Fig. 1: cell classes on the final placement
Drawn at 1 px/micron. Fill, decap, tap and diode cells in gray.
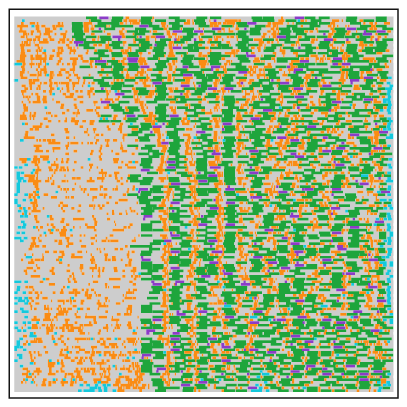
Fig. 2: clock network drawn from the DEF
Drawn at 1.5 px/micron.
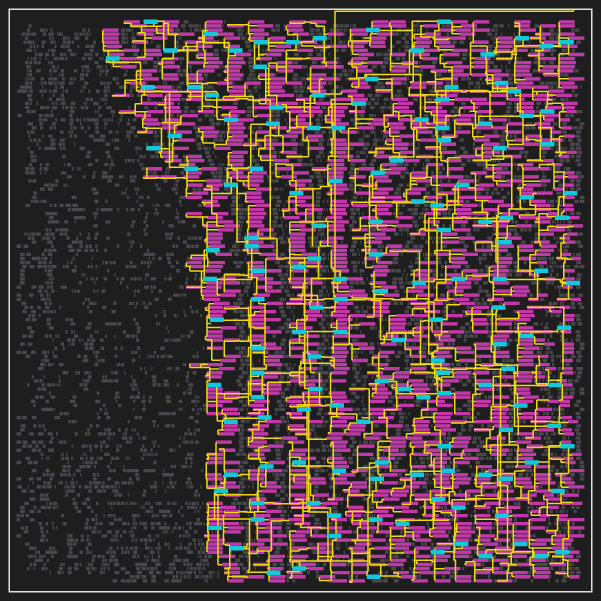
Fig. 3: close-up of the layout
Window x 181 to 206, y 181 to 206 microns. Cells in gray, sequential cells in the stronger gray; small squares are vias.
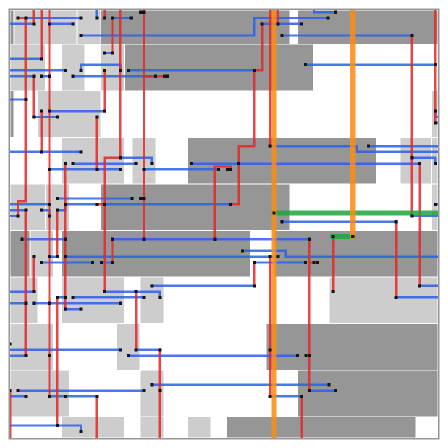
==> config.mk <==
export PLATFORM = sky130hd
export DESIGN_NAME = pipelined_qc_rotator
export DESIGN_NICKNAME = d
export VERILOG_FILES = /design/src/rtl/pipelined_qc_rotator.sv
export SDC_FILE = /design/constraint.sdc
export NUM_CORES = 2
export LEC_CHECK = 0
export CORE_MARGIN = 4
export CORE_UTILIZATION = 50
export DETAILED_ROUTE_END_ITERATION = 8
export PLACE_DENSITY = 0.65
export SLEW_MARGIN = 0
export SYNTH_ARGS = -nofsm -noshare
export SYNTH_HDL_FRONTEND = slang
export SYNTH_SLANG_ARGS = --single-unit
export TNS_END_PERCENT = 1
==> constraint.sdc <==
create_clock -name CLK -period 85.9 [get_ports CLK]
set_clock_uncertainty 0.15 [all_clocks]
set_input_delay 12.885 -clock CLK [delete_from_list [all_inputs] [get_ports CLK]]
set_output_delay 12.885 -clock CLK [all_outputs]
set_load 0.02 [all_outputs]
==> results.sh <==
# implementation run metrics
export IMPL_die_w_microns=387.3
export IMPL_cp_dominant_cell_by_count="sky130_fd_sc_hd__clkdlybuf4s50_1"
export IMPL_global_route_wire_length_before_repair_microns=320300
export IMPL_die_area_sq_um=150000
export IMPL_fin_total_pwr_mw=1.485
export IMPL_vias=46580
export IMPL_reg_power_frac=0.520
export IMPL_die_size_y_microns=387.3
export IMPL_grt_start_max_net_pins=204
export IMPL_wirelength_microns=221500
export IMPL_inverters_excl_clock=33
export IMPL_crit_buf_inv=4
export IMPL_layout_non_clock_buffers=308
export IMPL_setup_viol_count_final=0
export IMPL_post_synth_most_frequent_cells="1352 x sky130_fd_sc_hd__edfxtp_1, 1058 x sky130_fd_sc_hd__mux2i_1, 921 x sky130_fd_sc_hd__nor2_1, 302 x sky130_fd_sc_hd__clkbuf_1, 254 x sky130_fd_sc_hd__nand2_1"
export IMPL_layout_drive_gt1_share=0.07229
export IMPL_later_pin_clock_latency_in_the_skew_report_ns=0.76
export IMPL_max_vdd_ir_drop_mv=0.01768
export IMPL_m1WireLength_microns=90500
export IMPL_synth_ff_latch_count=1453
export IMPL_intPower_mw=1.133
export IMPL_dp_cells=7588
export IMPL_timing_fmax_mhz=36.17
export IMPL_detailroute_wirelength_met2_microns=106000
export IMPL_power_spent_charging_and_discharging_nets_mw=0.3521
export IMPL_power_sequential_mw=0.773
export IMPL_initial_utilization=0.5057
export IMPL_share_of_cell_area_taken_by_flip_flops_and_latches=0.5354
export IMPL_enable_flop_cells=1352
export IMPL_clock_pin_transition_on_the_worst_setup_and_hold_timing_paths_ns=0.06
export IMPL_layout_nonclk_buf_frac=0.03628
export IMPL_clock_tree_from_tritoncts="yes"
export IMPL_globalRoute_totalOverflow=0
export IMPL_post_synth_ao_oa_area_fraction=0.09329
export IMPL_biggestCellCategory="sequential cells"
export IMPL_final_layout_top_logic_cells="1352 x sky130_fd_sc_hd__edfxtp_1, 1058 x sky130_fd_sc_hd__mux2i_1, 921 x sky130_fd_sc_hd__nor2_1"
export IMPL_min_path_type="reg2reg"
export IMPL_postSynthAreaPerCell_sq_um=12.25
export IMPL_synth_simple_gate_area_share=0.1204
export IMPL_holdPathStages=2
export IMPL_report_final_slew_viol_count=0
export IMPL_commonest_non_fill_non_tap_cell_in_the_layout="sky130_fd_sc_hd__edfxtp_1"
export IMPL_switch_share=0.2371
export IMPL_finalClockPeriodUsage=0.3219
export IMPL_yosys_warnings=0
export IMPL_layout_filler_cells=11870
export IMPL_grt_usage=0.2892
export IMPL_synth_cellmix_adderShare=0.001495
export IMPL_power_leader="sequential cells"
export IMPL_met3RoutedLength_microns=9744
export IMPL_first_global_vias=45670
export IMPL_synth_seq_share=0.5924
export IMPL_numCtsBuffers=146
export IMPL_tritoncts_num_sinks=1453
export IMPL_detail_route_vias_per_cell=5.930
export IMPL_yosys_dominant_comb_family="multiplexers"
export IMPL_power_per_cell_area_nw_per_um2=18.65
export IMPL_sequential_cell_total=1453
export IMPL_use_met3=0.03194
export IMPL_cellLeakagePower_nw=28.28
export IMPL_slowest_delay_ns=0.69
export IMPL_h_tree_depth=4
export IMPL_antenna_found_initial=3
export IMPL_area_growth_pct=10.63
export IMPL_final_core_utilization=0.5595
export IMPL_syn_area_sq_um=71950
export IMPL_worstPathMaxFanout=28
export IMPL_slew_limit_headroom=0.1247
export IMPL_insertedDiodeCount=2
export IMPL_top_signal_layer_used="met4"
export IMPL_num_clock_buffers=199
export IMPL_firstDrtPassIters=6
export IMPL_cts_repair_resized=0
export IMPL_routing_usage_on_met2=0.4772
export IMPL_postCtsSetupRepairBufs=0
export IMPL_timing_critical_path_depth=5
export IMPL_regToRegSetupSlack_ns=80.55
export IMPL_flop_area_sq_um=42620
export IMPL_worstPathCellList="clkdlybuf4s50_1, nor2b_2, buf_4, inv_4, clkdlybuf4s50_1"
export IMPL_tightestPinTransition_ns=1.302
export IMPL_worst_setup_path_end_kind="output pin"
export IMPL_worst_ep_arrival_time_ns=14.62
export IMPL_layout_cells_non_filler=7854
export IMPL_cpMaxStageDelayCell="sky130_fd_sc_hd__clkdlybuf4s50_1"
export IMPL_synth_yosys_chip_area_sq_um=71950
export IMPL_syn_nets=5991
export IMPL_floorplan_core_area_sq_um=142300
export IMPL_critical_setup_path_class="in2out"
export IMPL_most_common_flop_cell_mapped_by_yosys="sky130_fd_sc_hd__edfxtp_1"
export IMPL_timing_final_crit_period_ns=27.65
export IMPL_comb_cell_power_mw=0.124
export IMPL_nMultiInputCombCells=3904
export IMPL_final_antenna_net_count=0
export IMPL_ys_top_cells_by_area="sky130_fd_sc_hd__edfxtp_1 56%, sky130_fd_sc_hd__mux2i_1 15%, sky130_fd_sc_hd__nor2_1 4.8%, sky130_fd_sc_hd__dfxtp_1 2.8%, sky130_fd_sc_hd__nor2b_1 2.0%"
export IMPL_top_area_cell="sky130_fd_sc_hd__edfxtp_1"
export IMPL_post_cts_hold_buffer_count=0
export IMPL_boundaryPins=200
export IMPL_comb_area_share=0.3411
export IMPL_max_cap_check_violation_count=0
export IMPL_nWellTaps=1890
export IMPL_critical_path_startpoint_type="primary input"
export IMPL_worstPathRequired_ns=72.86
export IMPL_final_count_of_hold_timing_violations=0
export IMPL_clkCellAreaFrac=0.05572
export IMPL_yosys_cell_count_top_type="sky130_fd_sc_hd__edfxtp_1"
export IMPL_largest_register_ff_count=1198
export IMPL_detail_route_iter0_violations=4741
export IMPL_clk_root_buffer_cell="sky130_fd_sc_hd__clkbuf_16"
export IMPL_globalRouteMet1Util=0.3700
export IMPL_final_setup_tns_ns=0
export IMPL_comb_power_share=0.083
export IMPL_multiInputGateArea_sq_um=27150
export IMPL_hpwl_microns=163600
export IMPL_yosys_mux_area_fraction=0.1611
export IMPL_cpLargestDelayFamily="buffers and inverters"
export IMPL_final_hold_worst_slack_ns=0.2923
export IMPL_place_gp_congestion=1.031
export IMPL_layer_carrying_the_most_global_route_usage="met2"
export IMPL_portBuffers=199
export IMPL_placement_cell_area_sq_um=75160
export IMPL_run_status="complete, no violations"
export IMPL_ff2ff_path_depth=8
export IMPL_yosysCellCount=5875
export IMPL_synth_cellmix_xorXnorShare=0.0002435
## Picture notes: Fig. 1
Key: green = sequential cells [cells 1453]; orange = combinational and other logic [cells 3937]; purple = clock drivers and dummy loads [cells 264]; cyan = remaining buffers and delay cells [cells 308]
count of standard-cell rows: 138
design area: 79600 sq um

## Picture notes: Fig. 2
Key: magenta = flip-flops [count 1453]; yellow = clock wires [length 15700 microns]; cyan = clock drivers [count 146]
There are 147 routed clock nets.
portion of total power attributed to the clock network: 0.396
power attributed to the clock group: 0.589 mW

## Picture notes: Fig. 3
Key: blue = metal 1; orange = metal 4; red = metal 2; green = metal 3
Sequential cells in the window: 9. 28 logic cells have their middle in the window. Most frequent: nor2_1 (9), edfxtp_1 (9), mux2i_1 (8).

Power figures rest on the tool's default switching activity, not on a simulated workload.
